==> images/pinout.png <==
(3 px per um) Pins as bars across the die edge, other pins in grey.
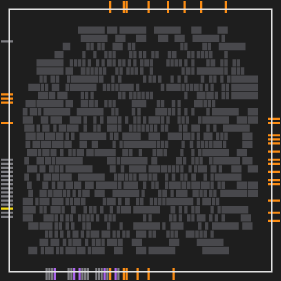
==> images/m2.png <==
(4 px per um)
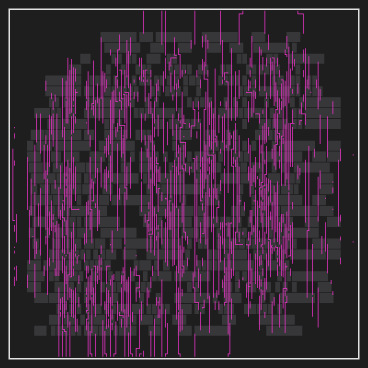
==> images/class_map.png <==
(4 px per um) Fill, decap, tap and diode cells in grey.
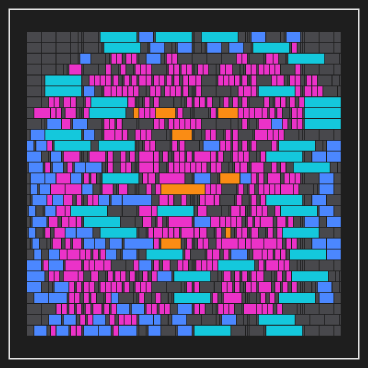
File: src/rtl/hazard_pkg.sv
// Shared types and constants for the pipeline hazard controller.
package hazard_pkg;

   typedef enum logic [1:0] {
      RUN      = 2'd0,
      MD_BUSY  = 2'd1,
      MEM_BUSY = 2'd2
   } state_e;

   localparam logic [6:0] OPC_LOAD  = 7'b0000011;
   localparam logic [6:0] OPC_STORE = 7'b0100011;
   localparam logic [6:0] OPC_OP    = 7'b0110011;

   localparam int REG_ADDR_W_DEF = 5;

endpackage

File: src/rtl/hazard_stall_counter.sv
// Saturating event counter used to count stalled fetch cycles.
module hazard_stall_counter #(
   parameter int CNT_W = 32
) (
   input  logic             clk,
   input  logic             rst,
   input  logic             en_i,
   output logic [CNT_W-1:0] cnt_o
);

   localparam logic [CNT_W-1:0] CNT_ONE = CNT_W'(1);
   localparam logic [CNT_W-1:0] CNT_MAX = {CNT_W{1'b1}};

   logic [CNT_W-1:0] cnt_q;
   logic [CNT_W-1:0] cnt_d;

   // Next count: step by one while enabled, pinned at all-ones.
   always_comb begin
      cnt_d = cnt_q;
      if (en_i && (cnt_q != CNT_MAX)) begin
         cnt_d = cnt_q + CNT_ONE;
      end else begin
         cnt_d = cnt_q;
      end
   end

   // Count register.
   always_ff @(posedge clk or posedge rst) begin
      if (rst) begin
         cnt_q <= '0;
      end else begin
         cnt_q <= cnt_d;
      end
   end

   assign cnt_o = cnt_q;

endmodule

File: src/rtl/pipeline_hazard_ctrl.sv
// Stall/flush sequencing for the 5-stage pipeline: load-use bubbles, branch
// flushes, MUL/DIV launch/wait and data-memory wait freezes.
module pipeline_hazard_ctrl
   import hazard_pkg::*;
#(
   parameter int REG_ADDR_W = REG_ADDR_W_DEF,
   parameter int CNT_W      = 32
) (
   input  logic                  clk,
   input  logic                  rst,
   input  logic [REG_ADDR_W-1:0] id_rs1_i,
   input  logic [REG_ADDR_W-1:0] id_rs2_i,
   input  logic                  id_uses_rs1_i,
   input  logic                  id_uses_rs2_i,
   input  logic                  ex_mem_read_i,
   input  logic [REG_ADDR_W-1:0] ex_rd_i,
   input  logic                  ex_is_muldiv_i,
   input  logic                  md_done_i,
   input  logic                  branch_taken_i,
   input  logic                  mem_req_i,
   input  logic                  mem_ready_i,
   output logic                  md_start_o,
   output logic                  stall_if_o,
   output logic                  stall_id_o,
   output logic                  stall_ex_o,
   output logic                  stall_mem_o,
   output logic                  flush_id_o,
   output logic                  flush_ex_o,
   output logic                  flush_mem_o,
   output logic                  ignore_fwd_ex_o,
   output logic [CNT_W-1:0]      stall_cycles_o
);

   state_e state_q, state_d;
   state_e ret_q, ret_d;
   state_e eff_state_s;
   logic   md_pend_q, md_pend_d;
   logic   ign_q, ign_d;
   logic   mem_wait_s, load_use_s;
   logic   md_start_s, stall_if_s, stall_id_s, stall_ex_s, stall_mem_s;
   logic   flush_id_s, flush_ex_s, flush_mem_s;

   // Hazard decode and next-state selection; a leaving freeze acts as its saved state.
   always_comb begin
      md_start_s  = 1'b0;
      stall_if_s  = 1'b0;
      stall_id_s  = 1'b0;
      stall_ex_s  = 1'b0;
      stall_mem_s = 1'b0;
      flush_id_s  = 1'b0;
      flush_ex_s  = 1'b0;
      flush_mem_s = 1'b0;
      state_d     = state_q;
      ret_d       = ret_q;
      md_pend_d   = md_pend_q;

      eff_state_s = (state_q == MEM_BUSY) ? ret_q : state_q;
      mem_wait_s  = mem_req_i & ~mem_ready_i;
      load_use_s  = ex_mem_read_i && (ex_rd_i != '0) &&
                    ((id_uses_rs1_i && (id_rs1_i == ex_rd_i)) ||
                     (id_uses_rs2_i && (id_rs2_i == ex_rd_i)));

      if (mem_wait_s) begin
         stall_if_s  = 1'b1;
         stall_id_s  = 1'b1;
         stall_ex_s  = 1'b1;
         stall_mem_s = 1'b1;
         state_d     = MEM_BUSY;
         ret_d       = eff_state_s;
         // A completion pulse during the freeze must not be lost.
         if ((eff_state_s == MD_BUSY) && md_done_i) begin
            md_pend_d = 1'b1;
         end else begin
            md_pend_d = md_pend_q;
         end
      end else begin
         case (eff_state_s)
            MD_BUSY: begin
               if (md_done_i || md_pend_q) begin
                  state_d   = RUN;
                  md_pend_d = 1'b0;
               end else begin
                  stall_if_s  = 1'b1;
                  stall_id_s  = 1'b1;
                  stall_ex_s  = 1'b1;
                  flush_mem_s = 1'b1;
                  state_d     = MD_BUSY;
               end
            end
            default: begin
               state_d = RUN;
               if (ex_is_muldiv_i && !md_pend_q) begin
                  md_start_s  = 1'b1;
                  stall_if_s  = 1'b1;
                  stall_id_s  = 1'b1;
                  stall_ex_s  = 1'b1;
                  flush_mem_s = 1'b1;
                  state_d     = MD_BUSY;
               end else if (branch_taken_i) begin
                  flush_id_s = 1'b1;
                  flush_ex_s = 1'b1;
               end else if (load_use_s) begin
                  stall_if_s = 1'b1;
                  stall_id_s = 1'b1;
                  flush_ex_s = 1'b1;
               end else begin
                  state_d = RUN;
               end
            end
         endcase
      end

      ign_d = stall_ex_s ? ign_q : flush_ex_s;
   end

   // Controller state, saved return state, pending completion and bubble tag.
   always_ff @(posedge clk or posedge rst) begin
      if (rst) begin
         state_q   <= RUN;
         ret_q     <= RUN;
         md_pend_q <= 1'b0;
         ign_q     <= 1'b0;
      end else begin
         state_q   <= state_d;
         ret_q     <= ret_d;
         md_pend_q <= md_pend_d;
         ign_q     <= ign_d;
      end
   end

   // Held low while reset is asserted so nothing leaks from live inputs.
   assign md_start_o      = md_start_s  & ~rst;
   assign stall_if_o      = stall_if_s  & ~rst;
   assign stall_id_o      = stall_id_s  & ~rst;
   assign stall_ex_o      = stall_ex_s  & ~rst;
   assign stall_mem_o     = stall_mem_s & ~rst;
   assign flush_id_o      = flush_id_s  & ~rst;
   assign flush_ex_o      = flush_ex_s  & ~rst;
   assign flush_mem_o     = flush_mem_s & ~rst;
   assign ignore_fwd_ex_o = ign_q;

   hazard_stall_counter #(
      .CNT_W (CNT_W)
   ) u_stall_counter (
      .clk   (clk),
      .rst   (rst),
      .en_i  (stall_if_s),
      .cnt_o (stall_cycles_o)
   );

endmodule

File: config.mk
export PLATFORM = sky130hd
export DESIGN_NAME = pipeline_hazard_ctrl
export DESIGN_NICKNAME = d
export VERILOG_FILES = /design/src/rtl/hazard_pkg.sv /design/src/rtl/hazard_stall_counter.sv /design/src/rtl/pipeline_hazard_ctrl.sv
export SDC_FILE = /design/constraint.sdc
export NUM_CORES = 1
export LEC_CHECK = 0
export ABC_AREA = 1
export CORE_MARGIN = 4
export CORE_UTILIZATION = 45
export DETAILED_ROUTE_END_ITERATION = 8
export PLACE_DENSITY = 0.73
export SLEW_MARGIN = 20
export SYNTH_ARGS = -nofsm -noshare
export SYNTH_HDL_FRONTEND = slang
export SYNTH_HIERARCHICAL = 1
export SYNTH_SLANG_ARGS = --single-unit
File: constraint.sdc
create_clock -name clk -period 2.3 [get_ports clk]
set_clock_uncertainty 0.2 [all_clocks]
set_input_delay 0.46 -clock clk [delete_from_list [all_inputs] [get_ports clk]]
set_output_delay 0.46 -clock clk [all_outputs]
set_load 0.005 [all_outputs]
==> results.yml <==
# flow metrics
power:
  sequentialPower_w: 0.000829
  pwr-share-seq_pct: 35.7
  power.combinational.total_w: 0.000930
  combPwrFrac_pct: 40.0
  power_top_consumer: "combinational cells"
  power.ir.vdd_worst_mv: 0.4267
  powerDensity_nw_per_um2: 596.8
global_routing:
  groute.usage.overall_pct: 22.09
  grt_first_pass_wirelength_um: 13470
  grt_remaining_overflow: 0
floorplan:
  dieHeight_um: 86.97
  fp-utilization_pct: 46.85
run_status:
  run_status: "completed"
timing:
  max_slew.worst_pin.slew_ns: 0.4121
  worst_slew_margin_relative_to_its_limit_pct: 72.53
hold_path:
  hold_class: "register to register"
  hold_start: "ignore_fwd_ex_o"
setup_path:
  cp.required_ns: 1.64
  worstPathMaxFanout: 3
  reg2reg_depth: 14
  worst_r2r_start: "state_q[0]"
synth:
  ys_sh_xor_pct: 4.057
  post_synth_main_logic_family: "simple AND/OR/NAND/NOR gates"
  mappedNetlistNets: 492
cts:
  insertion_delay_ns: 0.29
  cts_max_level: 2
  cts_tree: "built"
  clock_tree.root_cell: "sky130_fd_sc_hd__clkbuf_8"
detailed_routing:
  drt-wirelength-per-cell_um: 12.61
  drt-total-wl_um: 8031
  drt_first_pass_iters: 4
  dr_total_vias: 3042
finish:
  share_of_the_final_layout_cell_area_in_sequential_cells_pct: 24.41
  non_clock_buffer_area_share_pct: 22.51
  nNetsFinal: 587
  comb_gates: 366
  num-nonclk-buffers: 95
## Picture notes: pinout.png
`stall_cycles_o` -> orange  # pins 32, direction output, edge 14 right, 8 top, 6 bottom, 4 left
`branch_taken_i` -> yellow  # pins 1, direction input, edge left
`id_rs1_i` -> purple  # pins 5, direction input, edge bottom
all pins by edge = 24 bottom, 20 left, 14 right, 8 top

## Picture notes: m2.png
longest straight run = 30.9 um
share of all routed wire = 50%
wire length on this layer = 4030 um

## Picture notes: class_map.png
registers -> cyan  # cells 38, share of their area 25%
remaining logic cells -> magenta  # cells 421, share of their area 49%
clock drivers and dummy loads -> orange  # cells 8, share of their area 2.8%
remaining buffers and delay cells -> blue  # cells 95, share of their area 23%

-- through the flow --
| stage | power [W] | hold slack, ns | setup WS (ns) | TNS (ns) | instances |
|---|---|---|---|---|---|
| after detailed placement | 0.001632 | 0.2708 | -0.6358 | -13.19 | 618 |
| final | 0.002325 | 0.3097 | 0.007170 | 0 | 637 |
| after global placement | 0.001617 | 0.2713 | -0.5564 | -10.74 | 618 |
| after global routing | 0.002471 | 0.3582 | -0.08307 | -0.4619 | 637 |
| after floorplan | 0.001264 | 0.05927 | 0.3939 | 0 | 466 |
| after CTS | 0.002216 | 0.2902 | -0.01485 | -0.01825 | 631 |
-- routing by layer --
layer / global-route usage [%] / part of all wire, %
met1: 25.85 / 42
met2: 39.68 / 50
met3: 4.257 / 4.7
met4: 8.074 / 2.6
met5: 0 / 0
-- worst max-delay path: stages --
cell and delay (ns):
sky130_fd_sc_hd__clkdlybuf4s50_1 0.51, sky130_fd_sc_hd__nor2_4 0.04, sky130_fd_sc_hd__buf_4 0.14, sky130_fd_sc_hd__nor2_4 0.15, sky130_fd_sc_hd__inv_2 0.05, sky130_fd_sc_hd__nand2_1 0.05, sky130_fd_sc_hd__inv_1 0.04, sky130_fd_sc_hd__clkdlybuf4s15_1 0.20
-- sequential cells by signal, summed over array words and instances (netlist names) --
signal and cells:
state_q 2, u_stall_counter/cnt_o 32, ignore_fwd_ex_o 1, md_pend_q 1, ret_q 2
-- repair_timing --
action                     CTS  global route
setup endpoints to repair   29            40
buffers inserted             5             4
cloned                       0             2
gates resized               48            34
pin swaps                   18            15
-- final timing paths --
kind / to
worst max register to register: u_stall_counter/cnt_o[11]
worst min-delay path: ignore_fwd_ex_o
max in group asynchronous: u_stall_counter/cnt_o[20]
worst min register to register: ignore_fwd_ex_o
worst max-delay path: stall_ex_o
min in group asynchronous: state_q[1]
No activity file was given, so power comes from the tool's default toggle rates.
